`src/rtl/div32_if.sv`:
```
// Handshake and operand/result bundle between a requester and div32_seq.
interface div32_if #(
   parameter int WIDTH = 32
);
   logic             start;
   logic             signed_op;
   logic [WIDTH-1:0] x;
   logic [WIDTH-1:0] y;
   logic             busy;
   logic             done;
   logic [WIDTH-1:0] quotient;
   logic [WIDTH-1:0] remainder;
   logic             div_by_zero;

   modport master (
      output start, signed_op, x, y,
      input  busy, done, quotient, remainder, div_by_zero
   );

   modport slave (
      input  start, signed_op, x, y,
      output busy, done, quotient, remainder, div_by_zero
   );
endinterface

```
`src/rtl/div32_seq.sv`:
```
// Sequential restoring divider, one compare-and-subtract step per clock.
//
// state | meaning
// ------+-------------------------------------------------------------
// IDLE  | waiting for start; operands, magnitudes and sign flags load
// RUN   | WIDTH shift/trial-subtract iterations, counter counts down
// FIX   | sign correction or divide-by-zero result into output regs
// DONE  | one wait cycle; done pulses on the edge leaving this state
module div32_seq #(
   parameter int WIDTH = 32
) (
   input  logic  clk,
   input  logic  rst,
   div32_if.slave bus
);
   localparam int CW = $clog2(WIDTH + 1);

   typedef enum logic [1:0] {IDLE, RUN, FIX, DONE} state_t;

   state_t           state, state_n;
   logic [WIDTH-1:0] rem, quo, ymag;
   logic [CW-1:0]    cnt;
   logic             xneg, yneg, dz;
   logic [WIDTH-1:0] xmag_in, ymag_in;
   logic [WIDTH+1:0] trial;

   // Operand magnitudes and the trial subtract; trial MSB is the borrow-out.
   always_comb begin
      xmag_in = (bus.signed_op & bus.x[WIDTH-1]) ? -bus.x : bus.x;
      ymag_in = (bus.signed_op & bus.y[WIDTH-1]) ? -bus.y : bus.y;
      trial   = {1'b0, rem, quo[WIDTH-1]} - {2'b00, ymag};
   end

   // State register.
   always_ff @(posedge clk or posedge rst) begin
      if (rst) state <= IDLE;
      else     state <= state_n;
   end

   // Next-state decode; start is only looked at in IDLE.
   always_comb begin
      state_n = state;
      case (state)
         IDLE: if (bus.start) state_n = (bus.y == '0) ? FIX : RUN;
         RUN:  if (cnt == CW'(1)) state_n = FIX;
         FIX:  state_n = DONE;
         DONE: state_n = IDLE;
         default: state_n = IDLE;
      endcase
   end

   // Datapath and registered outputs.
   always_ff @(posedge clk or posedge rst) begin
      if (rst) begin
         rem             <= '0;
         quo             <= '0;
         ymag            <= '0;
         cnt             <= '0;
         xneg            <= 1'b0;
         yneg            <= 1'b0;
         dz              <= 1'b0;
         bus.busy        <= 1'b0;
         bus.done        <= 1'b0;
         bus.quotient    <= '0;
         bus.remainder   <= '0;
         bus.div_by_zero <= 1'b0;
      end else begin
         bus.done <= 1'b0;
         case (state)
            IDLE: if (bus.start) begin
               xneg     <= bus.signed_op & bus.x[WIDTH-1];
               yneg     <= bus.signed_op & bus.y[WIDTH-1];
               ymag     <= ymag_in;
               cnt      <= CW'(WIDTH);
               bus.busy <= 1'b1;
               if (bus.y == '0) begin
                  // Raw dividend parks in rem so FIX can return it unchanged.
                  dz  <= 1'b1;
                  rem <= bus.x;
                  quo <= '0;
               end else begin
                  dz  <= 1'b0;
                  rem <= '0;
                  quo <= xmag_in;
               end
            end
            RUN: begin
               cnt <= cnt - CW'(1);
               if (!trial[WIDTH+1]) begin
                  rem <= trial[WIDTH-1:0];
                  quo <= {quo[WIDTH-2:0], 1'b1};
               end else begin
                  rem <= {rem[WIDTH-2:0], quo[WIDTH-1]};
                  quo <= {quo[WIDTH-2:0], 1'b0};
               end
            end
            FIX: begin
               bus.busy <= 1'b0;
               if (dz) begin
                  bus.quotient    <= '1;
                  bus.remainder   <= rem;
                  bus.div_by_zero <= 1'b1;
               end else begin
                  bus.quotient    <= (xneg ^ yneg) ? -quo : quo;
                  bus.remainder   <= xneg ? -rem : rem;
                  bus.div_by_zero <= 1'b0;
               end
            end
            DONE: bus.done <= 1'b1;
            default: ;
         endcase
      end
   end
endmodule

```
`src/flat_wrapper.sv`:
```
// flat-port wrapper written by rule: the top's interface ports become plain ports
module div32_seq_flat 
#(
   parameter int WIDTH = 32
)
  (clk, rst, bus_start, bus_signed_op, bus_x, bus_y, bus_busy, bus_done, bus_quotient, bus_remainder, bus_div_by_zero);
  div32_if #(.WIDTH(WIDTH)) bus_i ();
  input  logic clk;
  input  logic rst;
  input wire logic [$bits(bus_i.start)-1:0] bus_start;
  input wire logic [$bits(bus_i.signed_op)-1:0] bus_signed_op;
  input wire logic [$bits(bus_i.x)-1:0] bus_x;
  input wire logic [$bits(bus_i.y)-1:0] bus_y;
  output wire logic [$bits(bus_i.busy)-1:0] bus_busy;
  output wire logic [$bits(bus_i.done)-1:0] bus_done;
  output wire logic [$bits(bus_i.quotient)-1:0] bus_quotient;
  output wire logic [$bits(bus_i.remainder)-1:0] bus_remainder;
  output wire logic [$bits(bus_i.div_by_zero)-1:0] bus_div_by_zero;
  assign bus_i.start = bus_start;
  assign bus_i.signed_op = bus_signed_op;
  assign bus_i.x = bus_x;
  assign bus_i.y = bus_y;
  assign bus_busy = bus_i.busy;
  assign bus_done = bus_i.done;
  assign bus_quotient = bus_i.quotient;
  assign bus_remainder = bus_i.remainder;
  assign bus_div_by_zero = bus_i.div_by_zero;
  div32_seq #(.WIDTH(WIDTH)) u_core (.clk(clk), .rst(rst), .bus(bus_i));
endmodule
```
`config.mk`:
```
export PLATFORM = sky130hd
export DESIGN_NAME = div32_seq_flat
export DESIGN_NICKNAME = d
export VERILOG_FILES = /design/src/rtl/div32_if.sv /design/src/rtl/div32_seq.sv /design/src/flat_wrapper.sv
export SDC_FILE = /design/constraint.sdc
export NUM_CORES = 1
export LEC_CHECK = 0
export ABC_AREA = 1
export CORE_ASPECT_RATIO = 0.7
export CORE_MARGIN = 5
export CORE_UTILIZATION = 47
export CTS_CLUSTER_SIZE = 25
export DETAILED_ROUTE_END_ITERATION = 6
export HOLD_SLACK_MARGIN = 0.1
export PLACE_DENSITY = 0.77
export SLEW_MARGIN = 5
export SYNTH_ARGS = -nofsm -noshare
export SYNTH_HDL_FRONTEND = slang
export SYNTH_SLANG_ARGS = --single-unit
```
`constraint.sdc`:
```
create_clock -name clk -period 9 [get_ports clk]
set_input_delay 2.7 -clock clk [delete_from_list [all_inputs] [get_ports clk]]
set_output_delay 2.7 -clock clk [all_outputs]
set_load 0.03 [all_outputs]
```
==> impl_metrics.json, run 1 <==
{
  "outcome": "finished, final reports clean",
  "cp_max_fo": 82,
  "clock_skew_ns": 0.0184,
  "die_h_um": 154,
  "drt_iter0_markers": 1684,
  "cts_root_buf": "clkbuf_16",
  "htree_levels": 4,
  "worstPathRequired_ns": 9.31,
  "layout_top_cells": "nand2_1 (657), inv_1 (345), nor2_1 (251), nand3_1 (195), dfrtp_1 (174)",
  "num_rows": 52,
  "tightest_slew_ns": 0.922,
  "ys_seq_share_pct": 31.3,
  "fp_util_pct": 47.9,
  "clk_latency_ns": 0.46,
  "hold-worst-slack_ns": 0.479,
  "first_global_vias": 13400,
  "crit_top_cell": "buf_4",
  "io_pins": 135,
  "layout_top_cell": "nand2_1",
  "viasPerCell": 5.46,
  "yosysUniqueCellTypes": 49,
  "clock_path_buffers": 2,
  "leakagePower_nw": 8.10,
  "finalSetupViolCount": 0,
  "overflow": 0,
  "timing.fmax_mhz": 198,
  "post_drt_wl_per_cell_um": 17.6,
  "cpPeakStageDelay_ns": 0.66,
  "regToRegSetupSlack_ns": 5.68,
  "tns_ns": 0,
  "period_needed_ns": 5.06,
  "numCtsBuffers": 17,
  "ant_nets": 0,
  "async_flop_share_pct": 100,
  "power_switching_mw": 3.90,
  "ys_cells": 2195,
  "ir_drop_v": 0.000267,
  "finalNonFillerCells": 2686,
  "grt_pass1_wl_mm": 74.5,
  "synth_cells": 2195,
  "cp_slowest_cell": "buf_4",
  "grt_max_degree": 83,
  "drc": 0,
  "place_ws_ns": 3.38,
  "arrival_ns": 5.36,
  "clkPwrFrac_pct": 11.2,
  "post-cts-setup-buffers": 0,
  "syn-num-nets": 2306,
  "switching_share_pct": 54.6,
  "internal_power_mw": 3.25,
  "relSlewSlack_pct": 38.5,
  "dp_cells": 2654,
  "drv_cap": 0,
  "path_class": "primary input to flip-flop",
  "diodes": 0,
  "nNetsFinal": 2406,
  "rsz0062_at_grt": "false",
  "io_buffers": 134,
  "dpl-instance-area_um2": 15600,
  "crit_chain": "clkdlybuf4s50_1, nand2_1, buf_4, o21ai_4, buf_4, inv_2, a21oi_1, a22oi_1",
  "ff_type": "dfrtp_1",
  "power.density_nw_per_um2": 442,
  "synth-edff-count": 0,
  "area_growth_pct": 16.2,
  "warning_count": 30,
  "hold_viol": 0,
  "drv_slew": 0,
  "min_path_type": "flip-flop to flip-flop",
  "die_x_um": 216,
  "ys_ff": 174,
  "critPathLaunchType": "primary input",
  "end_kind": "flip-flop",
  "fin_crit_sh_pct": 56.2,
  "cts_tree": "yes",
  "routabilityCongestion": 1.06,
  "ys_area_um2": 13900,
  "final_util_pct": 55.7,
  "dp_hpwl_mm": 37.6,
  "design_power_total_mw": 7.15,
  "drive_above_1_share_pct": 4.81,
  "combPwrFrac_pct": 66.1,
  "cts_resized": 0,
  "chipArea_um2": 33200,
  "ys.warnings.count": 0,
  "n_fill_cell": 2863,
  "pwr-share-seq_pct": 22.7,
  "ctsHoldBuffers": 0,
  "coreArea_um2": 29100,
  "syn_avg_cell_area_um2": 6.34,
  "clk_pin_slew_ns": 0.08,
  "synthesis.area_um2": 13900,
  "dr.pass1.iters": 6,
  "setup_ws_ns": 3.94,
  "design_area_um2": 16200,
  "grt_antenna_before_repair": 0,
  "cts_sinks": 174,
  "grtUsageTotal_pct": 28.0
}
[run 1: area by class of cell]
class / instances / area [um^2] / area share (%)
Multi-Input combinational cell: 1604 / 7970 / 49.2
Sequential cell: 174 / 4350 / 26.9
Timing Repair Buffer: 148 / 1450 / 8.94
Inverter: 350 / 1320 / 8.15
Tap cell: 378 / 473 / 2.92
Clock buffer: 19 / 453 / 2.80
Clock inverter: 13 / 174 / 1.07
[run 1: critical path, delay by kind of cell]
kind	cells	cell delay, ns
buffers and inverters	4	2.04
AND-OR/OR-AND	3	0.51
AND/OR/NAND/NOR	1	0.06
[run 1: final timing paths]
check,cells after the start,to,startpoint
worst max-delay path,8,u_core.quo[25]$_DFFE_PP0P_,bus_start
worst min-delay path,2,u_core.bus.remainder[21]$_DFFE_PP0P_,u_core.bus.remainder[21]$_DFFE_PP0P_
worst max register to register,14,u_core.rem[27]$_DFFE_PP0P_,u_core.rem[6]$_DFFE_PP0P_
worst min register to register,2,u_core.bus.remainder[21]$_DFFE_PP0P_,u_core.bus.remainder[21]$_DFFE_PP0P_
max in group asynchronous,3,u_core.rem[10]$_DFFE_PP0P_,rst
min in group asynchronous,2,u_core.bus.quotient[15]$_DFFE_PP0P_,rst
[run 1: sequential cells by signal, indices dropped and copies added, names as in the netlist, 2 cells and up]
signal                flops
u_core.cnt                6
u_core.bus.quotient      32
u_core.quo               32
u_core.ymag              32
u_core.state              2
u_core.bus.remainder     32
u_core.rem               32
[run 1: routing by layer]
layer | vias to the layer above | track usage (%) | part of all wire, %
li1 | 7141 | - | -
met1 | 6843 | 45.7 | 50
met2 | 644 | 36.8 | 38
met3 | 44 | 6.66 | 11
met4 | 0 | 5.57 | 1.4
met5 | - | 0 | 0
[run 1: logic make-up after synthesis]
| family | share of synthesized area, % |
|---|---|
| buf+inv | 11.6 |
| flops | 31.3 |
| simple gates | 36.6 |
| xor+xnor | 4.47 |
| fa+ha+maj | 3.92 |
| compound gates | 12.1 |
[run 1: power groups by stage]
stage	logic (mW)	clock network (mW)	registers, mW
2_1_floorplan	3.09	0	1.74
3_3_place_gp	4.52	0	1.59
3_5_place_dp	4.62	0	1.61
4_1_cts	4.65	0.817	1.60
5_1_grt	5.25	0.850	1.66
6_report	4.72	0.803	1.63
[run 1: synth_stat cells (5+ instances only)]
cell type | instances | area share, %
a21oi_1 | 80 | 2.9
a21oi_2 | 31 | 1.9
a22oi_1 | 20 | 1.1
a31oi_1 | 22 | 0.99
and2_1 | 5 | 0.22
buf_1 | 9 | 0.24
buf_2 | 9 | 0.32
clkbuf_1 | 41 | 1.1
dfrtp_1 | 174 | 31
ha_1 | 42 | 3.8
inv_1 | 346 | 9.3
nand2_1 | 657 | 18
nand3_1 | 195 | 7.0
nand3b_1 | 18 | 0.97
nand4_1 | 30 | 1.3
nor2_1 | 253 | 6.8
nor3_1 | 17 | 0.61
o211ai_1 | 5 | 0.27
o21ai_0 | 106 | 3.8
o22ai_1 | 10 | 0.45
or2_2 | 6 | 0.27
xnor2_1 | 21 | 1.3
xor2_1 | 50 | 3.1
Run 1, metal 1:
Bar = 50 um.
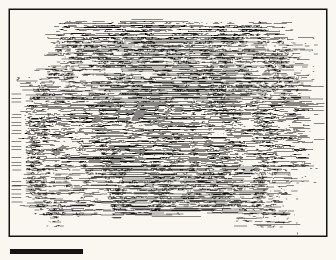
The layer carries 23.6 mm of wire. The wires run mostly horizontal. 2,256 nets have wire on it. The layer holds 50% of the routed length.
Routed WL: 47.2 mm
via count: 14,700
met1 Usage GRT: 45.7%

Run 1, metal 2:
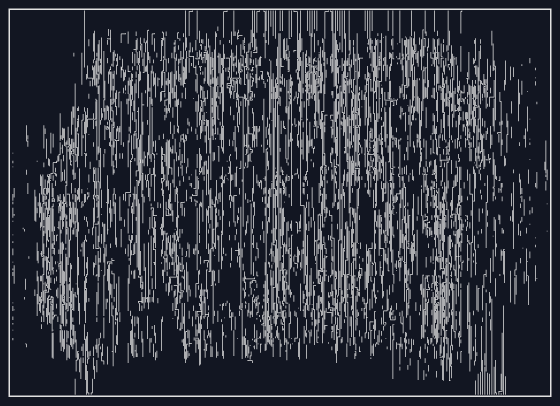
1,880 nets have wire on it. The layer carries 17,900 um of wire.
met2 Use GR: 36.8%

Run 1, signal wires on met3:
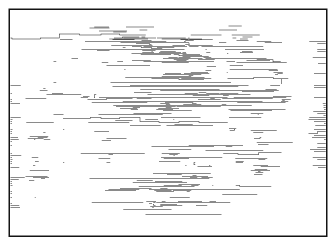
The longest straight run is 95.2 um. The layer holds 11% of the routed length. The layer carries 5,060 um of wire. 264 nets have wire on it. The wires run mostly horizontal.
met3 Use GR: 6.66%

==> inputs of run 2 (changes only) <==
==> constraint.sdc (replaced) <==
create_clock -name clk -period 5.1 [get_ports clk]
set_input_delay 1.53 -clock clk [delete_from_list [all_inputs] [get_ports clk]]
set_output_delay 1.53 -clock clk [all_outputs]
set_load 0.03 [all_outputs]
==> run 2 against run 1 <==
Effect of this change: final cell count about the same; critical endpoint is now u_core.rem[0]$_DFFE_PP0P_; the flow now finishes with violations (design-rule violations); largest power group unchanged; synthesized cell count unchanged; first-iteration DRC count down 0.95%.
==> impl_metrics.json, run 2 <==
{
  "clk_pin_slew_ns": 0.07,
  "rsz0062_at_grt": "false",
  "ctsHoldBuffers": 0,
  "ys_cells": 2195,
  "cp_max_fo": 33,
  "io_buffers": 134,
  "area_growth_pct": 16.3,
  "leakagePower_nw": 8.10,
  "reg2reg_from": "u_core.rem[3]$_DFFE_PP0P_",
  "nNetsFinal": 2407,
  "r2r_cells": 14,
  "ant_nets": 0,
  "timing.fmax_mhz": 285,
  "num_rows": 52,
  "ir_drop_v": 0.000674,
  "syn-num-nets": 2306,
  "post_drt_wl_per_cell_um": 17.5,
  "path_class": "flip-flop to flip-flop",
  "grtUsageMet3_pct": 7.55,
  "routabilityCongestion": 1.03,
  "ys_seq_share_pct": 31.3,
  "htree_levels": 4,
  "coreArea_um2": 29100,
  "ys.warnings.count": 0,
  "drv_slew": 0,
  "ff_type": "dfrtp_1",
  "top_area_cell": "dfrtp_1",
  "period_needed_ns": 3.51,
  "arrival_ns": 3.89,
  "switching_share_pct": 54.4,
  "crit_buf_inv": 1,
  "layout_top_cells": "nand2_1 (657), inv_1 (345), nor2_1 (251), nand3_1 (195), dfrtp_1 (174)",
  "top_logic_kind": "simple AND/OR/NAND/NOR gates",
  "worstPathRequired_ns": 5.48,
  "crit_chain": "ha_1, nand2_1, inv_1, nand2_1, nand2_1, nand2_1, nand3_2, nand2_1, nand2_1, nand2_2, nand2_2, nand2_1, nand3_1, a21oi_1",
  "final_util_pct": 55.7,
  "overflow": 0,
  "dr.pass1.iters": 7,
  "power.density_nw_per_um2": 782,
  "grt_antenna_before_repair": 0,
  "synthAoiAreaFrac_pct": 12.1,
  "top_area_share_pct": 31.3,
  "power_switching_mw": 6.90,
  "numCtsBuffers": 17,
  "tightest_slew_ns": 0.863,
  "drive_above_1_share_pct": 4.81,
  "crit_top_cell": "nand2_1",
  "clkPwrFrac_pct": 11.4,
  "cp_slowest_cell": "dfrtp_1",
  "die_h_um": 154,
  "pwr-share-seq_pct": 22.6,
  "critPathLaunchType": "flip-flop",
  "chipArea_um2": 33200,
  "warning_count": 30,
  "top_cells_by_count": "nand2_1 (657), inv_1 (346), nor2_1 (253)",
  "io_pins": 135,
  "clock_skew_ns": 0.0108,
  "yosys-top-cells-area": "dfrtp_1 (31%), nand2_1 (18%), inv_1 (9.3%)",
  "crit_start": "u_core.rem[3]$_DFFE_PP0P_",
  "synth.most_common_cell": "nand2_1",
  "design_area_um2": 16200,
  "reg2reg_to": "u_core.rem[0]$_DFFE_PP0P_",
  "hold_viol": 0,
  "first_global_vias": 13200,
  "layout_top_cell": "nand2_1",
  "combPwrFrac_pct": 66.0,
  "cts_tree": "yes",
  "design_power_total_mw": 12.7,
  "muxShareOfSynthArea_pct": 0,
  "synthesis.area_um2": 13900,
  "async_flop_share_pct": 100,
  "viasPerCell": 5.43,
  "synth-edff-count": 0,
  "internal_power_mw": 5.77,
  "fp_util_pct": 47.9,
  "cts_resized": 0,
  "die_x_um": 216,
  "cts_sinks": 174,
  "grt_max_degree": 84,
  "dpl-instance-area_um2": 15600,
  "clk_latency_ns": 0.46,
  "syn_avg_cell_area_um2": 6.34,
  "cpLargestDelayFamily": "simple AND/OR/NAND/NOR gates",
  "cpPeakStageDelay_ns": 0.59,
  "drv_cap": 0,
  "post-cts-setup-buffers": 0,
  "finalSetupViolCount": 0,
  "tns_ns": 0,
  "drt_iter0_markers": 1668,
  "dp_hpwl_mm": 37.4,
  "adder_share_pct": 3.92,
  "simple_gate_share_pct": 36.6,
  "violations": "design-rule violations",
  "relSlewSlack_pct": 42.4,
  "drc": 2,
  "crit_cells": 14,
  "grt_pass1_wl_mm": 73.9,
  "fin_crit_sh_pct": 68.8,
  "diodes": 0,
  "ys_area_um2": 13900,
  "outcome": "finished, violations left",
  "min_path_type": "flip-flop to flip-flop",
  "crit_end": "u_core.rem[0]$_DFFE_PP0P_",
  "grt_use_met2_pct": 37.2,
  "synth-xor-area-share_pct": 4.47,
  "end_kind": "flip-flop",
  "regToRegSetupSlack_ns": 1.59,
  "ys_ff": 174,
  "cts_root_buf": "clkbuf_16",
  "clock_path_buffers": 2,
  "yosysUniqueCellTypes": 49,
  "synth_cells": 2195
}
run 2: cell types whose count changed in the layout (fill, tap and decap cells not counted), sizes merged:
cell,before,now
bufinv,3,4
inv,353,350
clkinvlp,2,4
buf,14,15
run 2: cell families (layout without fill, tap and decap cells):
family / after synthesis / in the layout
buffers and inverters: 417 / 531
XOR/XNOR: 71 / 71
flip-flops: 174 / 174
AND/OR/NAND/NOR: 1204 / 1204
AND-OR/OR-AND: 286 / 286
adder cells (fa/ha/maj): 43 / 43
run 2: worst register-to-register path, cell delays in order (launching register included):
cell,delay [ns]
dfrtp_1,0.59
ha_1,0.39
nand2_1,0.16
inv_1,0.07
nand2_1,0.06
nand2_1,0.04
nand2_1,0.07
nand3_2,0.15
nand2_1,0.13
nand2_1,0.08
nand2_2,0.41
nand2_2,0.59
nand2_1,0.20
nand3_1,0.26
a21oi_1,0.23
run 2: cell type report:
cell class	count	area (um^2)
timing repair buffer	149	1470
sequential	174	4350
tap	378	473
fill	2823	12900
clock inverter	13	186
clock buffer	19	443
inverter	350	1320
multi-input combinational	1604	7960
run 2: worst min path at each step:
stage               cells after the start                                   end                            startpoint
floorplan                               2           u_core.ymag[26]$_DFFE_PP0P_           u_core.ymag[26]$_DFFE_PP0P_
CTS                                     2  u_core.bus.remainder[21]$_DFFE_PP0P_  u_core.bus.remainder[21]$_DFFE_PP0P_
global placement                        2  u_core.bus.remainder[13]$_DFFE_PP0P_  u_core.bus.remainder[13]$_DFFE_PP0P_
global route                            2           u_core.ymag[18]$_DFFE_PP0P_           u_core.ymag[18]$_DFFE_PP0P_
finish                                  2  u_core.bus.remainder[21]$_DFFE_PP0P_  u_core.bus.remainder[21]$_DFFE_PP0P_
detailed placement                      2  u_core.bus.remainder[21]$_DFFE_PP0P_  u_core.bus.remainder[21]$_DFFE_PP0P_
run 2: power groups by stage:
| stage | combinational [mW] | clock, mW | sequential, mW |
|---|---|---|---|
| 2_1_floorplan | 5.46 | 0 | 3.07 |
| 3_3_place_gp | 8.04 | 0 | 2.81 |
| 3_5_place_dp | 8.19 | 0 | 2.84 |
| 4_1_cts | 8.23 | 1.46 | 2.82 |
| 5_1_grt | 9.29 | 1.51 | 2.93 |
| 6_report | 8.36 | 1.44 | 2.86 |
run 2: through the flow:
stage / setup WS (ns) / hold WS [ns] / std cells
6_report: 1.59 / 0.478 / 2687
5_1_grt: 1.29 / 0.501 / 2687
4_1_cts: 1.68 / 0.484 / 2687
3_5_place_dp: 1.25 / 0.466 / 2655
3_3_place_gp: 1.30 / 0.463 / 2655
2_1_floorplan: 1.35 / 0.449 / 2195
run 2: layer usage:
layer / vias up / share of wire [%]
met3: 62 / 11
met5: - / 0
met4: 0 / 2.1
met2: 634 / 39
met1: 6746 / 49
li1: 7146 / -
Run 2, routing congestion map:
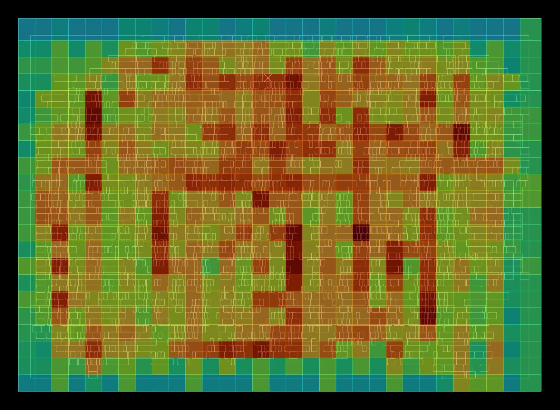
GRT Util Overall: 27.9%
met1 Usage GRT: 43.9%
Top Usage Layer GRT: met1

Run 2, metal 2:
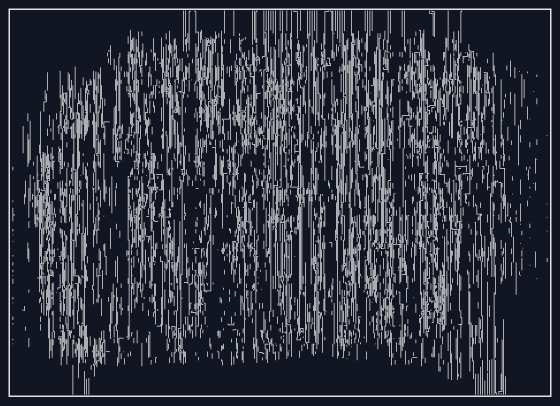
The layer holds 39% of the routed length. The wires run mostly vertical. The longest straight run is 78.2 um. The layer carries 18,100 um of wire.
Routed WL: 47.1 mm
via count: 14,600

==> inputs of run 3 (changes only) <==
--- a/config.mk
+++ b/config.mk
@@ -12,7 +12,7 @@
 export CTS_CLUSTER_SIZE = 25
 export DETAILED_ROUTE_END_ITERATION = 6
 export HOLD_SLACK_MARGIN = 0.1
-export PLACE_DENSITY = 0.77
+export PLACE_DENSITY = 0.79
 export SLEW_MARGIN = 5
 export SYNTH_ARGS = -nofsm -noshare
 export SYNTH_HDL_FRONTEND = slang
==> constraint.sdc (replaced) <==
create_clock -name clk -period 2.95 [get_ports clk]
set_input_delay 0.885 -clock clk [delete_from_list [all_inputs] [get_ports clk]]
set_output_delay 0.885 -clock clk [all_outputs]
set_load 0.03 [all_outputs]
==> run 3 against run 2 <==
Effect of this change: the run still ends with design-rule violations left; sequential power up about 70%; critical path depth is the same; highest routed layer unchanged; final area is 4.8% higher; critical endpoint is now u_core.rem[14]$_DFFE_PP0P_; largest power group unchanged; synthesized cell count did not move.
==> impl_metrics.json, run 3 <==
{
  "die_h_um": 154,
  "yosys-top-cells-area": "dfrtp_1 (31%), nand2_1 (18%), inv_1 (9.3%)",
  "path_class": "primary input to flip-flop",
  "grt_max_degree": 82,
  "synthesis.area_um2": 13900,
  "finalNonFillerCells": 2783,
  "crit_chain": "clkdlybuf4s50_1, inv_1, ha_1, nand3_1, nor3_2, nand3_2, nor2_4, nand2_4, nor2_8, buf_12, nand2_1, nand2_1, inv_1, a21oi_2",
  "final_util_pct": 58.4,
  "ir_drop_v": 0.000647,
  "synth-edff-count": 0,
  "io_pins": 135,
  "place_ws_ns": -0.125,
  "ys_seq_share_pct": 31.3,
  "adder_share_pct": 3.92,
  "dp_cells": 2752,
  "hold-worst-slack_ns": 0.483,
  "ant_nets": 0,
  "dp_hpwl_mm": 39.0,
  "muxShareOfSynthArea_pct": 0,
  "grtUsageTotal_pct": 28.9,
  "post-cts-setup-buffers": 0,
  "layout_top_cell": "nand2_1",
  "async_flop_share_pct": 100,
  "dr.pass1.iters": 7,
  "clock_skew_ns": 0.0145,
  "warning_count": 31,
  "crit_buf_inv": 4,
  "period_needed_ns": 2.66,
  "simple_gate_share_pct": 36.6,
  "io_buffers": 134,
  "chipArea_um2": 33200,
  "cp_max_fo": 31,
  "critPathLaunchType": "primary input",
  "design_power_total_mw": 22.3,
  "cts_tree": "yes",
  "clk_latency_ns": 0.45,
  "tightest_slew_ns": 0.867,
  "numCtsBuffers": 17,
  "post_drt_wl_per_cell_um": 17.5,
  "hold_viol": 0,
  "cts_resized": 0,
  "arrival_ns": 3.04,
  "first_global_vias": 13900,
  "clk_pin_slew_ns": 0.07,
  "diodes": 0,
  "drc": 5,
  "timing.fmax_mhz": 376,
  "htree_levels": 4,
  "top_area_cell": "dfrtp_1",
  "fp_util_pct": 47.9,
  "leakagePower_nw": 8.59,
  "yosysUniqueCellTypes": 49,
  "drv_slew": 0,
  "num_rows": 52,
  "area_growth_pct": 21.9,
  "ff_type": "dfrtp_1",
  "nNetsFinal": 2504,
  "top_area_share_pct": 31.3,
  "rsz0062_at_grt": "false",
  "cpPeakStageDelay_ns": 0.42,
  "outcome": "finished, violations left",
  "violations": "design-rule violations",
  "syn_avg_cell_area_um2": 6.34,
  "relSlewSlack_pct": 42.2,
  "end_kind": "flip-flop",
  "min_path_type": "flip-flop to flip-flop",
  "clock_path_buffers": 2,
  "n_fill_cell": 2724,
  "synthAoiAreaFrac_pct": 12.1,
  "cts_root_buf": "clkbuf_16",
  "ctsHoldBuffers": 0,
  "top_logic_kind": "simple AND/OR/NAND/NOR gates",
  "cpLargestDelayFamily": "simple AND/OR/NAND/NOR gates",
  "finalSetupViolCount": 0,
  "ys.warnings.count": 0,
  "synth.most_common_cell": "nand2_1",
  "fin_crit_sh_pct": 90.1,
  "grt_antenna_before_repair": 0,
  "drt_iter0_markers": 1659,
  "drv_cap": 0,
  "die_x_um": 216,
  "cts_sinks": 174,
  "drive_above_1_share_pct": 8.48
}
-- run 3: tightest hold or removal path, cell delays in order, from the launching register on --
cell and delay, ns:
dfrtp_1 0.34, nand2_1 0.05, nand2_1 0.05
-- run 3: cells by family (layout without fill, tap and decap cells) --
kind of cell / after synthesis / after routing
compound gates: 286 / 286
simple gates: 1204 / 1204
fa+ha+maj: 43 / 43
xor+xnor: 71 / 71
flops: 174 / 174
buf+inv: 417 / 627
-- run 3: final cells by class --
| class | count | area (um^2) | area share (%) |
|---|---|---|---|
| multi-input cells | 1604 | 7960 | 46.9 |
| flip-flops and latches | 174 | 4350 | 25.6 |
| repair buffers | 246 | 2290 | 13.5 |
| inverters | 350 | 1320 | 7.76 |
| clock buffers | 23 | 478 | 2.81 |
| well taps | 378 | 473 | 2.79 |
| clock inverters | 8 | 106 | 0.626 |
-- run 3: metal layers --
| layer | share of wire (%) | GRT usage [%] | vias to the layer above |
|---|---|---|---|
| li1 | - | - | 7327 |
| met1 | 48 | 45.3 | 6895 |
| met2 | 39 | 39.0 | 749 |
| met3 | 11 | 7.53 | 66 |
| met4 | 2.0 | 7.16 | 0 |
| met5 | 0 | 0 | - |
-- run 3: metrics by stage --
| stage | area, um^2 | TNS (ns) |
|---|---|---|
| 2_1_floorplan | 13900 | -27.78 |
| 3_3_place_gp | 16400 | -0.00936 |
| 3_5_place_dp | 16400 | -3.56 |
| 4_1_cts | 17000 | 0 |
| 5_1_grt | 17000 | 0 |
| 6_report | 17000 | 0 |
-- run 3: path summary, 6_finish.rpt --
| path | from | end | depth (start not counted) | slack [ns] |
|---|---|---|---|---|
| max reg2reg | u_core.rem[17]$_DFFE_PP0P_ | u_core.rem[28]$_DFFE_PP0P_ | 13 | 0.29 |
| min in group asynchronous | rst | u_core.bus.quotient[16]$_DFFE_PP0P_ | 2 | 0.86 |
| max in group asynchronous | rst | u_core.ymag[31]$_DFFE_PP0P_ | 3 | 1.47 |
| min reg2reg | u_core.bus.remainder[13]$_DFFE_PP0P_ | u_core.bus.remainder[13]$_DFFE_PP0P_ | 2 | 0.48 |
| min | u_core.bus.remainder[13]$_DFFE_PP0P_ | u_core.bus.remainder[13]$_DFFE_PP0P_ | 2 | 0.48 |
| max | bus_y[1] | u_core.rem[14]$_DFFE_PP0P_ | 14 | 0.29 |
-- run 3: power by group --
group	internal, mW	switching [mW]
combinational	5.29	9.81
sequential	3.62	1.23
clock	1.32	1.01
Run 3, metal 1:
Bar = 50 um.
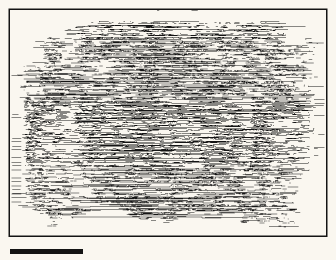
The layer carries 23.3 mm of wire. The longest straight run is 67.6 um. The wires run mostly horizontal. 2,349 nets have wire on it. The layer holds 48% of the routed length.
met1 Usage GRT: 45.3%
via count: 15,000

Run 3, M4 wires:
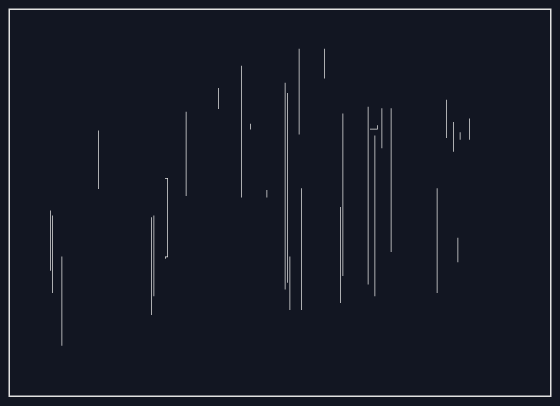
The layer carries 991 um of wire. The longest straight run is 82.3 um. 27 nets have wire on it.
Routed WL: 48.6 mm

Power and IR drop assume default switching activity.
